**Run 1: routed clock nets over the placement**

Drawn at 8 px/um.
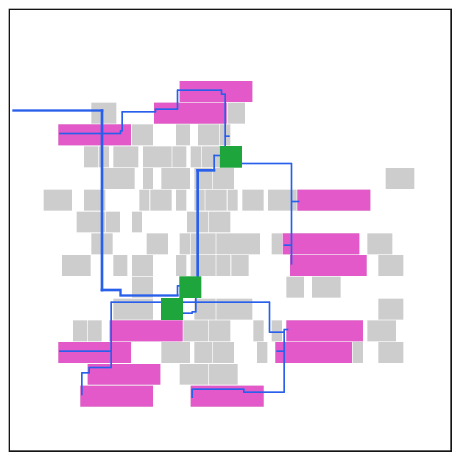
**Run 1: gate families picked out**

Drawn at 4 px/um.
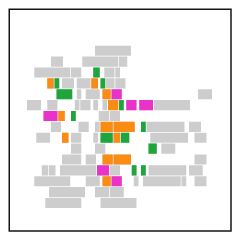
**Run 1: wiring by layer**

Drawn at 4 px/um.
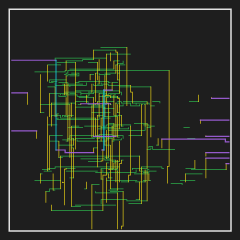
### src/rtl/dram_ctrl_pkg.sv
// ============================================================================
// dram_ctrl_pkg : shared types, parameter checks and counter sizing for the
//                 DRAM strobe controller.           Rev 1.0
// ============================================================================
`default_nettype none

package dram_ctrl_pkg;

    typedef enum logic [2:0] {
        ST_IDLE = 3'd0,
        ST_ROW  = 3'd1,
        ST_COL  = 3'd2,
        ST_CAS  = 3'd3,
        ST_PRE  = 3'd4,
        ST_REF  = 3'd5
    } state_t;

    localparam int c_MAX_BANKS = 8;

    function automatic bit params_ok(input int banks, input int r2m,
                                     input int m2c, input int pre);
        return (banks >= 1) && (banks <= c_MAX_BANKS) &&
               (r2m >= 1) && (m2c >= 1) && (pre >= 1);
    endfunction

    function automatic int cnt_width(input int r2m, input int m2c, input int pre);
        int m;
        m = r2m;
        if (m2c > m) m = m2c;
        if (pre > m) m = pre;
        return $clog2(m + 1);
    endfunction

endpackage

`default_nettype wire

### src/rtl/dram_bank_sel.sv
// ============================================================================
// dram_bank_sel : lowest-index active-low slot select -> latched one-hot bank.
//                                                    Rev 1.0
// ============================================================================
`default_nettype none

module dram_bank_sel #(
    parameter int BANKS = 2
) (
    input  logic             clk,
    input  logic             nreset,
    input  logic [BANKS-1:0] i_nsltsl,
    input  logic             i_load,
    output logic             o_any_sel,
    output logic [BANKS-1:0] o_bank
);

    logic [BANKS-1:0] w_active;
    logic [BANKS-1:0] w_onehot;
    logic [BANKS-1:0] r_bank;

    // x & -x isolates the lowest set bit, giving lowest-index priority.
    assign w_active  = ~i_nsltsl;
    assign w_onehot  = w_active & (~w_active + BANKS'(1));
    assign o_any_sel = |w_active;
    assign o_bank    = r_bank;

    always_ff @(posedge clk or negedge nreset) begin
        if (!nreset) begin
            r_bank <= '0;
        end else if (i_load) begin
            r_bank <= w_onehot;
        end
    end

endmodule

`default_nettype wire

### src/rtl/dram_strobe_ctrl.sv
// ============================================================================
// dram_strobe_ctrl : /RAS, row/column MUX and per-bank /CAS generator for the
//                    Z80 DRAM subsystem. Macro CBR_REFRESH_EN selects
//                    CAS-before-RAS refresh instead of RAS-only refresh.
//                                                    Rev 1.0
// ============================================================================
`default_nettype none

module dram_strobe_ctrl
    import dram_ctrl_pkg::*;
#(
    parameter int BANKS      = 2,
    parameter int RAS_TO_MUX = 1,
    parameter int MUX_TO_CAS = 1,
    parameter int PRECHARGE  = 2
) (
    input  logic             clk,
    input  logic             nreset,
    input  logic             nmreq,
    input  logic             nrfsh,
    input  logic             nwr,
    input  logic [BANKS-1:0] nsltsl,
    output logic             nras,
    output logic             mux,
    output logic [BANKS-1:0] ncas,
    output logic             nwe,
    output logic             busy
);

    localparam int c_CW = cnt_width(RAS_TO_MUX, MUX_TO_CAS, PRECHARGE);
    localparam logic [c_CW-1:0] c_LD_R2M = c_CW'(RAS_TO_MUX - 1);
    localparam logic [c_CW-1:0] c_LD_M2C = c_CW'(MUX_TO_CAS - 1);
    localparam logic [c_CW-1:0] c_LD_PRE = c_CW'(PRECHARGE - 1);

    generate
        if (!params_ok(BANKS, RAS_TO_MUX, MUX_TO_CAS, PRECHARGE)) begin : g_bad_params
            $error("dram_strobe_ctrl: parameter out of range");
        end
    endgenerate

    state_t            r_state;
    state_t            w_state_nxt;
    state_t            w_idle_state;
    logic [c_CW-1:0]   r_cnt;
    logic [c_CW-1:0]   w_cnt_nxt;
    logic [c_CW-1:0]   w_idle_cnt;
    logic [BANKS-1:0]  w_bank;
    logic              w_any_sel;
    logic              w_req_row;
    logic              w_req_ref;
    logic              w_bank_load;
    logic              w_ref_ras;
    logic              w_ref_cas;
    logic              w_ras_on;
    logic [BANKS-1:0]  w_ncas_nxt;

    logic              r_nras;
    logic              r_mux;
    logic [BANKS-1:0]  r_ncas;
    logic              r_nwe;
    logic              r_busy;

    dram_bank_sel #(
        .BANKS (BANKS)
    ) u_bank_sel (
        .clk       (clk),
        .nreset    (nreset),
        .i_nsltsl  (nsltsl),
        .i_load    (w_bank_load),
        .o_any_sel (w_any_sel),
        .o_bank    (w_bank)
    );

    assign w_req_row = !nmreq && nrfsh && w_any_sel;
    assign w_req_ref = !nmreq && !nrfsh;

    assign w_idle_state = w_req_ref ? ST_REF : (w_req_row ? ST_ROW : ST_IDLE);
    assign w_idle_cnt   = (w_req_row && !w_req_ref) ? c_LD_R2M : '0;

    // The last precharge clock doubles as the idle decision point so that a
    // waiting request gets /RAS back exactly PRECHARGE clocks after it rose.
    always_comb begin
        w_state_nxt = r_state;
        w_cnt_nxt   = r_cnt;
        w_bank_load = 1'b0;
        case (r_state)
            ST_IDLE: begin
                w_state_nxt = w_idle_state;
                w_cnt_nxt   = w_idle_cnt;
                w_bank_load = (w_idle_state == ST_ROW);
            end
            ST_ROW: begin
                if (nmreq) begin
                    w_state_nxt = ST_PRE;
                    w_cnt_nxt   = c_LD_PRE;
                end else if (r_cnt == '0) begin
                    w_state_nxt = ST_COL;
                    w_cnt_nxt   = c_LD_M2C;
                end else begin
                    w_cnt_nxt   = r_cnt - c_CW'(1);
                end
            end
            ST_COL: begin
                if (nmreq) begin
                    w_state_nxt = ST_PRE;
                    w_cnt_nxt   = c_LD_PRE;
                end else if (r_cnt == '0) begin
                    w_state_nxt = ST_CAS;
                    w_cnt_nxt   = '0;
                end else begin
                    w_cnt_nxt   = r_cnt - c_CW'(1);
                end
            end
            ST_CAS, ST_REF: begin
                if (nmreq) begin
                    w_state_nxt = ST_PRE;
                    w_cnt_nxt   = c_LD_PRE;
                end
            end
            ST_PRE: begin
                if (r_cnt != '0) begin
                    w_cnt_nxt   = r_cnt - c_CW'(1);
                end else begin
                    w_state_nxt = w_idle_state;
                    w_cnt_nxt   = w_idle_cnt;
                    w_bank_load = (w_idle_state == ST_ROW);
                end
            end
            default: begin
                w_state_nxt = ST_IDLE;
                w_cnt_nxt   = '0;
            end
        endcase
    end

`ifdef CBR_REFRESH_EN
    // CBR: /CAS leads on the first refresh clock, /RAS joins from the second.
    assign w_ref_ras = (r_state == ST_REF);
    assign w_ref_cas = 1'b1;
`else
    assign w_ref_ras = 1'b1;
    assign w_ref_cas = 1'b0;
`endif

    assign w_ras_on = (w_state_nxt == ST_ROW) || (w_state_nxt == ST_COL) ||
                      (w_state_nxt == ST_CAS) ||
                      ((w_state_nxt == ST_REF) && w_ref_ras);

    assign w_ncas_nxt = (w_state_nxt == ST_CAS) ? ~w_bank :
                        ((w_state_nxt == ST_REF) && w_ref_cas) ? '0 : '1;

    always_ff @(posedge clk or negedge nreset) begin
        if (!nreset) begin
            r_state <= ST_IDLE;
            r_cnt   <= '0;
            r_nras  <= 1'b1;
            r_mux   <= 1'b0;
            r_ncas  <= '1;
            r_nwe   <= 1'b1;
            r_busy  <= 1'b0;
        end else begin
            r_state <= w_state_nxt;
            r_cnt   <= w_cnt_nxt;
            r_nras  <= !w_ras_on;
            r_mux   <= (w_state_nxt == ST_COL) || (w_state_nxt == ST_CAS);
            r_ncas  <= w_ncas_nxt;
            r_nwe   <= (w_state_nxt == ST_CAS) ? nwr : 1'b1;
            r_busy  <= (w_state_nxt != ST_IDLE);
        end
    end

    assign nras = r_nras;
    assign mux  = r_mux;
    assign ncas = r_ncas;
    assign nwe  = r_nwe;
    assign busy = r_busy;

endmodule

`default_nettype wire
### config.mk
export PLATFORM = sky130hd
export DESIGN_NAME = dram_strobe_ctrl
export DESIGN_NICKNAME = d
export VERILOG_FILES = /design/src/rtl/dram_ctrl_pkg.sv /design/src/rtl/dram_bank_sel.sv /design/src/rtl/dram_strobe_ctrl.sv
export SDC_FILE = /design/constraint.sdc
export NUM_CORES = 1
export LEC_CHECK = 0
export CAP_MARGIN = 20
export CORE_MARGIN = 4
export CORE_UTILIZATION = 30
export CTS_CLUSTER_DIAMETER = 60
export DETAILED_ROUTE_END_ITERATION = 7
export PLACE_DENSITY = 0.6
export RECOVER_POWER = 50
export SLEW_MARGIN = 30
export SYNTH_ARGS = -nofsm -noshare
export SYNTH_HDL_FRONTEND = slang
export SYNTH_SLANG_ARGS = --single-unit
### constraint.sdc
create_clock -name clk -period 1.6 [get_ports clk]
set_clock_uncertainty 0.15 [all_clocks]
set_input_delay 0.24 -clock clk [delete_from_list [all_inputs] [get_ports clk]]
set_output_delay 0.24 -clock clk [all_outputs]
set_load 0.005 [all_outputs]
==> impl_metrics.tcl, run 1 <==
# flow metrics
set metrics [dict create \
    setup_tns_ns 0 \
    final_cell_mix "10 x buf_4, 9 x dfrtp_1, 7 x nand2_1, 7 x clkdlybuf4s50_1" \
    wl_met1_um 681 \
    regArea_um2 330 \
    wl_met3_um 93 \
    utilization 0.439 \
    crit_chain "or2_2, a31oi_1, a21boi_0" \
    drive_gt1_frac 0.253 \
    status "completed" \
    setup_ws_ns 0.0232 \
    std_cell_rows 16 \
    hold_buffers 0 \
    reg2reg_slack_ns 0.02 \
    ant_nets 0 \
    logic_area_um2 297 \
    grt_setup_unrepaired "yes" \
    drv_slew 0 \
    busiest_layer "met2" \
    crit_arrival_ns 1.61 \
    p_leak_nw 0.375 \
    core_um2 2040 \
    synth_cells 64 \
    area_growth_pct 34.8 \
    synth_area_per_cell_um2 10.4 \
    first_pass_iters 4 \
]
-- 'routed clock nets over the placement' (at the start) --
[flip-flops] magenta | count: 13
[clock drivers] green | count: 3
[clock wires] blue | length: 199 um
routed clock nets: 4
Late-Pin Clk Latency: 0.28 ns
Clk pwr share: 0.155
Power Clock: 0.000206 W

-- 'gate families picked out' (at the start) --
[NAND gates] green | cells: 12 | most used: nand2_1 | where: middle
[inverting AOI/OAI gates] orange | cells: 12 | most used: a21oi_1 | where: middle
[AND-OR and OR-AND gates] magenta | cells: 6 | most used: a21o_1 | where: middle
Comb area share: 0.331
Finished Layout Cells: 114
most frequent logic cell in the layout: buf_4

-- 'wiring by layer' (at the start) --
[metal 2] yellow | wire length: 627 um
[metal 3] purple | wire length: 93.4 um
[metal 1] green | wire length: 682 um
[metal 4] cyan | wire length: 37.4 um
DR vias: 547
Routed Wire Length: 1.44 mm

-- run 1: worst min path at each step --
stage	to	cells after the start	start	slack, ns
2_1_floorplan	busy	0	nreset	-0.21
3_3_place_gp	ncas[0]	1	u_bank_sel.o_bank[0]	0.23
3_5_place_dp	ncas[0]	1	u_bank_sel.o_bank[0]	0.24
4_1_cts	busy	2	nreset	0.12
5_1_grt	ncas[0]	1	u_bank_sel.o_bank[0]	0.29
6_report	ncas[0]	1	u_bank_sel.o_bank[0]	0.25
-- run 1: sequential cells by signal, indices dropped and copies added (netlist names) --
register           count
busy                   1
mux                    1
u_bank_sel.o_bank      2
nwe                    1
ncas                   2
r_cnt                  2
r_state                3
nras                   1
-- run 1: cell families (layout without fill, tap and decap cells) --
logic type	count (synthesis)	count (layout)
muxes	1	1
DFF	13	13
AOI/OAI and AO/OA	18	18
xor gates and xnor gates	1	1
buffers and inverters	8	31
adders and majority gates	1	1
and+or+nand+nor	22	22
-- run 1: cell usage after synthesis (all sizes together) (2+ instances only) --
| master | number | area share |
|---|---|---|
| dfstp | 4 | 0.16 |
| a21o | 3 | 0.034 |
| nor3 | 2 | 0.015 |
| buf | 2 | 0.023 |
| inv | 4 | 0.023 |
| nand2b | 2 | 0.019 |
| clkbuf | 2 | 0.011 |
| o21ai | 2 | 0.015 |
| a21oi | 3 | 0.023 |
| dfrtp | 9 | 0.34 |
| nand2 | 7 | 0.040 |
| nor2 | 3 | 0.017 |
-- run 1: layout make-up --
| cell class | instances | share of cell area |
|---|---|---|
| inverters | 4 | 0.0168 |
| well taps | 27 | 0.0377 |
| multi-input cells | 43 | 0.331 |
| repair buffers | 23 | 0.216 |
| clock buffers | 4 | 0.0293 |
| flip-flops and latches | 13 | 0.369 |
==> run 2, diff against run 1 <==
GPL_ROUTABILITY_DRIVEN = 0   (was not set)
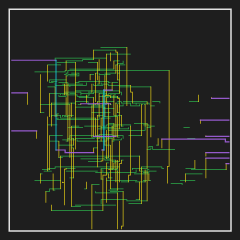
**Above:** run 2 (wiring by layer).
Drawn at 4 px/um.
[metal 1] green | wire length: 682 um
[metal 4] cyan | wire length: 37.4 um
[metal 2] yellow | wire length: 627 um
[metal 3] purple | wire length: 93.4 um
GRT Total Usage: 0.118
routed length per instance: 12.6 um

==> run 2 against run 1 <==
  * Combinational power about the same
  * Via count unchanged
  * Final cell count unchanged
  * Count of clock-buffer cells in the layout unchanged
  * Flip-flop count unchanged
  * Non-clock buffer count unchanged
  * Design area unchanged
  * Critical path depth unchanged
  * Highest routed layer unchanged
==> impl_metrics.tcl, run 2 <==
# flow metrics
set metrics [dict create \
    synth_area_per_cell_um2 10.4 \
    wl_mm 1.44 \
    dr_total_vias 547 \
    regArea_um2 330 \
    wl_met3_um 93 \
    area_growth_pct 34.8 \
    logic_area_um2 297 \
    area_leaders "dfrtp_1 34%, dfstp_2 16%, nand2_1 4.0%, a21o_1 3.4%, a21oi_1 2.3%" \
    synth_top_area_share 0.339 \
    min-delay-start "u_bank_sel.o_bank[0]" \
    status "completed" \
    regMostFlops "r_state" \
    most_common_cell "dfrtp_1" \
    synthTopCellsByCount "9 x dfrtp_1, 7 x nand2_1, 4 x dfstp_2, 4 x inv_1" \
    clk-power_w 0.000206 \
    final_common_cell "buf_4" \
    busiest_layer "met2" \
    final_cell_mix "10 x buf_4, 9 x dfrtp_1, 7 x nand2_1, 7 x clkdlybuf4s50_1" \
    wl_met1_um 681 \
    reg2reg_slack_ns 0.02 \
    setup_tns_ns 0 \
    hold_depth 1 \
    utilization 0.439 \
    power.share.clock 0.155 \
    crit_arrival_ns 1.61 \
    largest_register_ffs 3 \
    synth_cells 64 \
    drive_gt1_frac 0.253 \
    grt_setup_unrepaired "yes" \
    hold_buffers 0 \
    clk_latency_ns 0.28 \
]
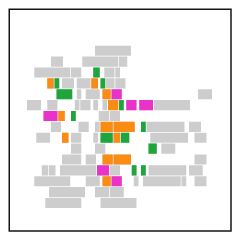
**Above:** run 2 (gate families picked out).
Drawn at 4 px/um.
[NAND gates] green | cells: 12 | most used: nand2_1 | where: middle
[AND-OR and OR-AND gates] magenta | cells: 6 | most used: a21o_1 | where: middle
[inverting AOI/OAI gates] orange | cells: 12 | most used: a21oi_1 | where: middle

==> run 2: cell counts after synthesis <==
No cell type changed its count.
==> run 2: timing repair <==
action / in CTS / in global routing
gates resized: 4 / 0
buffers inserted: 0 / 0
endpoints found under the hold margin: 0 / 0
setup endpoints to repair: 4 / 5
pin swaps: 0 / 1
cloned: 0 / 0
==> run 2: final cells by class <==
type | instances | area share
clock buffers | 4 | 0.0293
inverters | 4 | 0.0168
multi-input cells | 43 | 0.331
flip-flops and latches | 13 | 0.369
well taps | 27 | 0.0377
repair buffers | 23 | 0.216
==> run 2: logic make-up (layout without fill, tap and decap cells) <==
family	Yosys count	after routing	share of synthesized area
adder cells (fa/ha/maj)	1	1	0.0151
multiplexers	1	1	0.0151
AND-OR/OR-AND	18	18	0.211
XOR/XNOR	1	1	0.0132
flip-flops	13	13	0.497
AND/OR/NAND/NOR	22	22	0.192
buffers and inverters	8	31	0.0565
==> run 2: how the worst max path moves through the flow <==
stage / endpoint / slack, ns
detailed placement: u_bank_sel.o_bank[1] / -0.23
finish: r_state[0] / 0.02
global placement: u_bank_sel.o_bank[1] / -0.21
floorplan: u_bank_sel.o_bank[1] / 0.08
CTS: r_state[0] / 0.01
global route: ncas[1] / -0.06
==> run 2: metrics by stage <==
step / setup WS (ns) / std cells / total power [W]
floorplan: 0.0836 / 64 / 0.000894
global placement: -0.215 / 110 / 0.00112
detailed placement: -0.234 / 110 / 0.00114
CTS: 0.00978 / 114 / 0.00134
global route: -0.0606 / 114 / 0.00143
finish: 0.0232 / 114 / 0.00133
==> run 2: critical path, stage by stage (launching register included) <==
cell,delay (ns)
dfrtp_1,0.39
or2_2,0.34
a31oi_1,0.32
a21boi_0,0.28
**Run 2: routed clock nets over the placement**

Drawn at 8 px/um.
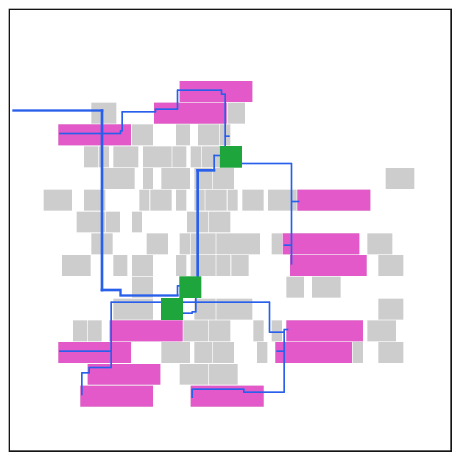

==> run 3, diff against run 2 <==
CELL_PAD_IN_SITES_DETAIL_PLACEMENT = 1   (was not set)
CELL_PAD_IN_SITES_GLOBAL_PLACEMENT = 1   (was not set)
HOLD_SLACK_MARGIN = 0.15   (was not set)
PLACE_DENSITY = 0.72   (was 0.6)
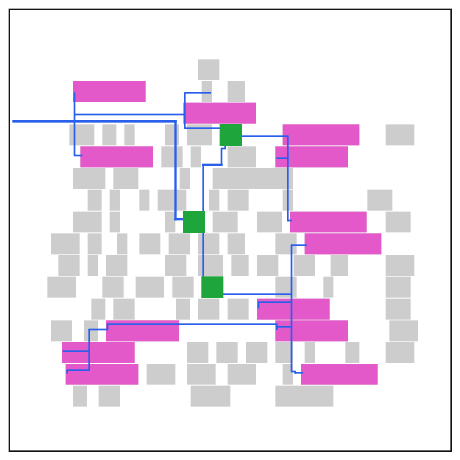
**Above:** run 3 (routed clock nets over the placement).
Drawn at 8 px/um.
[clock drivers] green | count: 3
[clock wires] blue | length: 183 um
[flip-flops] magenta | count: 13
routed clock nets: 4
Power Clock: 0.000204 W
Clk pwr share: 0.138
Late-Pin Clk Latency: 0.27 ns

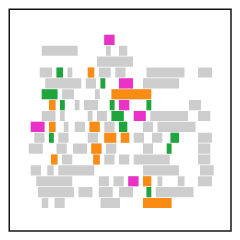
**Above:** run 3 (gate families picked out).
Drawn at 4 px/um.
[inverting AOI/OAI gates] orange | cells: 12 | most used: a21oi_1
[NAND gates] green | cells: 12 | most used: nand2_1
[AND-OR and OR-AND gates] magenta | cells: 6 | most used: a21o_1
Finished Layout Cells: 122
Comb area share: 0.325

==> run 3 against run 2 <==
  * Critical path depth stayed put
  * Largest power group unchanged
  * Via count is 10% higher
  * Critical path type unchanged
  * Global-route usage is 2.7 points higher
  * The flow now finishes with violations (setup timing)
  * Count of clock-buffer cells in the layout stayed put
==> impl_metrics.tcl, run 3 <==
# flow metrics
set metrics [dict create \
    adder_share 0.0151 \
    setup_ws_ns -0.0187 \
    crit_family "simple AND/OR/NAND/NOR gates" \
    grt_usage 0.145 \
    final_cell_mix "16 x buf_4, 9 x dfrtp_1, 7 x nand2_1, 7 x clkdlybuf4s50_1" \
    utilization 0.481 \
    dpl_cell_area_um2 923 \
    synthTopLogicFamily "AND-OR/OR-AND gates" \
    finalSetupViolations 1 \
    failed_checks "setup timing" \
    critical_path.reg2reg.startpoint "r_state[0]" \
    placedCellCount 116 \
    std_cell_rows 16 \
    wl_per_cell_um 15.1 \
    flop_cell "dfrtp_1" \
    top_area_cell "dfrtp_1" \
    area_leaders "dfrtp_1 34%, dfstp_2 16%, nand2_1 4.0%, a21o_1 3.4%, a21oi_1 2.3%" \
    area_growth_pct 47.8 \
    simple_gate_area_frac 0.192 \
    dr_total_vias 602 \
    drive_gt1_frac 0.316 \
    crit_chain "or4b_4, a21o_1, o22a_1" \
    mux_share 0.0151 \
    synth_cells 64 \
    compound_area_frac 0.211 \
    regArea_um2 330 \
    whs_endpoint "ncas[0]" \
    hold_depth 1 \
    synth_top_area_share 0.339 \
    most_common_cell "dfrtp_1" \
    ant_nets 0 \
    wl_mm 1.84 \
    busiest_layer "met2" \
    synth_area_per_cell_um2 10.4 \
    status "finished with violations" \
    final_common_cell "buf_4" \
    grt_setup_unrepaired "yes" \
    reg2reg_slack_ns -0.02 \
    first_pass_iters 2 \
    logic_area_um2 319 \
    pre_cts_slack_ns -0.273 \
    slowest_delay_ns 0.56 \
    regMostFlops "r_state" \
]
==> run 3: timing repair <==
| action | in CTS | in global routing |
|---|---|---|
| endpoints found under the hold margin | 9 | 0 |
| resized | 5 | 3 |
| buffers inserted | 0 | 1 |
| setup endpoints to repair | 6 | 7 |
| gates cloned | 0 | 0 |
| pin swaps | 1 | 1 |
| hold buffers | 1 | 0 |
==> run 3: metal layers <==
| metal | share of wire | routed length, um |
|---|---|---|
| met1 | 0.43 | 795 |
| met3 | 0.049 | 91 |
| met2 | 0.51 | 940 |
| met5 | 0 | 0 |
| met4 | 0.0065 | 12 |
==> run 3: worst max path at each step <==
stage | start | endpoint | depth (start not counted) | slack [ns]
after floorplan | r_state[1] | u_bank_sel.o_bank[1] | 3 | 0.08
after global placement | nmreq | busy | 5 | -0.21
after detailed placement | nmreq | u_bank_sel.o_bank[1] | 4 | -0.27
after CTS | r_state[1] | u_bank_sel.o_bank[1] | 3 | -0.02
after global routing | r_state[0] | u_bank_sel.o_bank[1] | 3 | -0.05
final | r_state[0] | u_bank_sel.o_bank[1] | 3 | -0.02
==> run 3: cell type report <==
type | count | area share
flip-flops and latches | 13 | 0.336
multi-input cells | 43 | 0.325
repair buffers | 31 | 0.259
well taps | 27 | 0.0344
clock buffers | 4 | 0.0268
inverters | 4 | 0.0191
==> run 3: through the flow <==
stage / hold WS, ns / total power [W] / setup TNS, ns
2_1_floorplan: -0.206 / 0.000894 / 0
3_3_place_gp: 0.237 / 0.00118 / -1.09
3_5_place_dp: 0.248 / 0.00122 / -1.56
4_1_cts: 0.261 / 0.00144 / -0.0214
5_1_grt: 0.288 / 0.00158 / -0.0960
6_report: 0.255 / 0.00148 / -0.0187
No activity file was given, so power comes from the tool's default toggle rates.
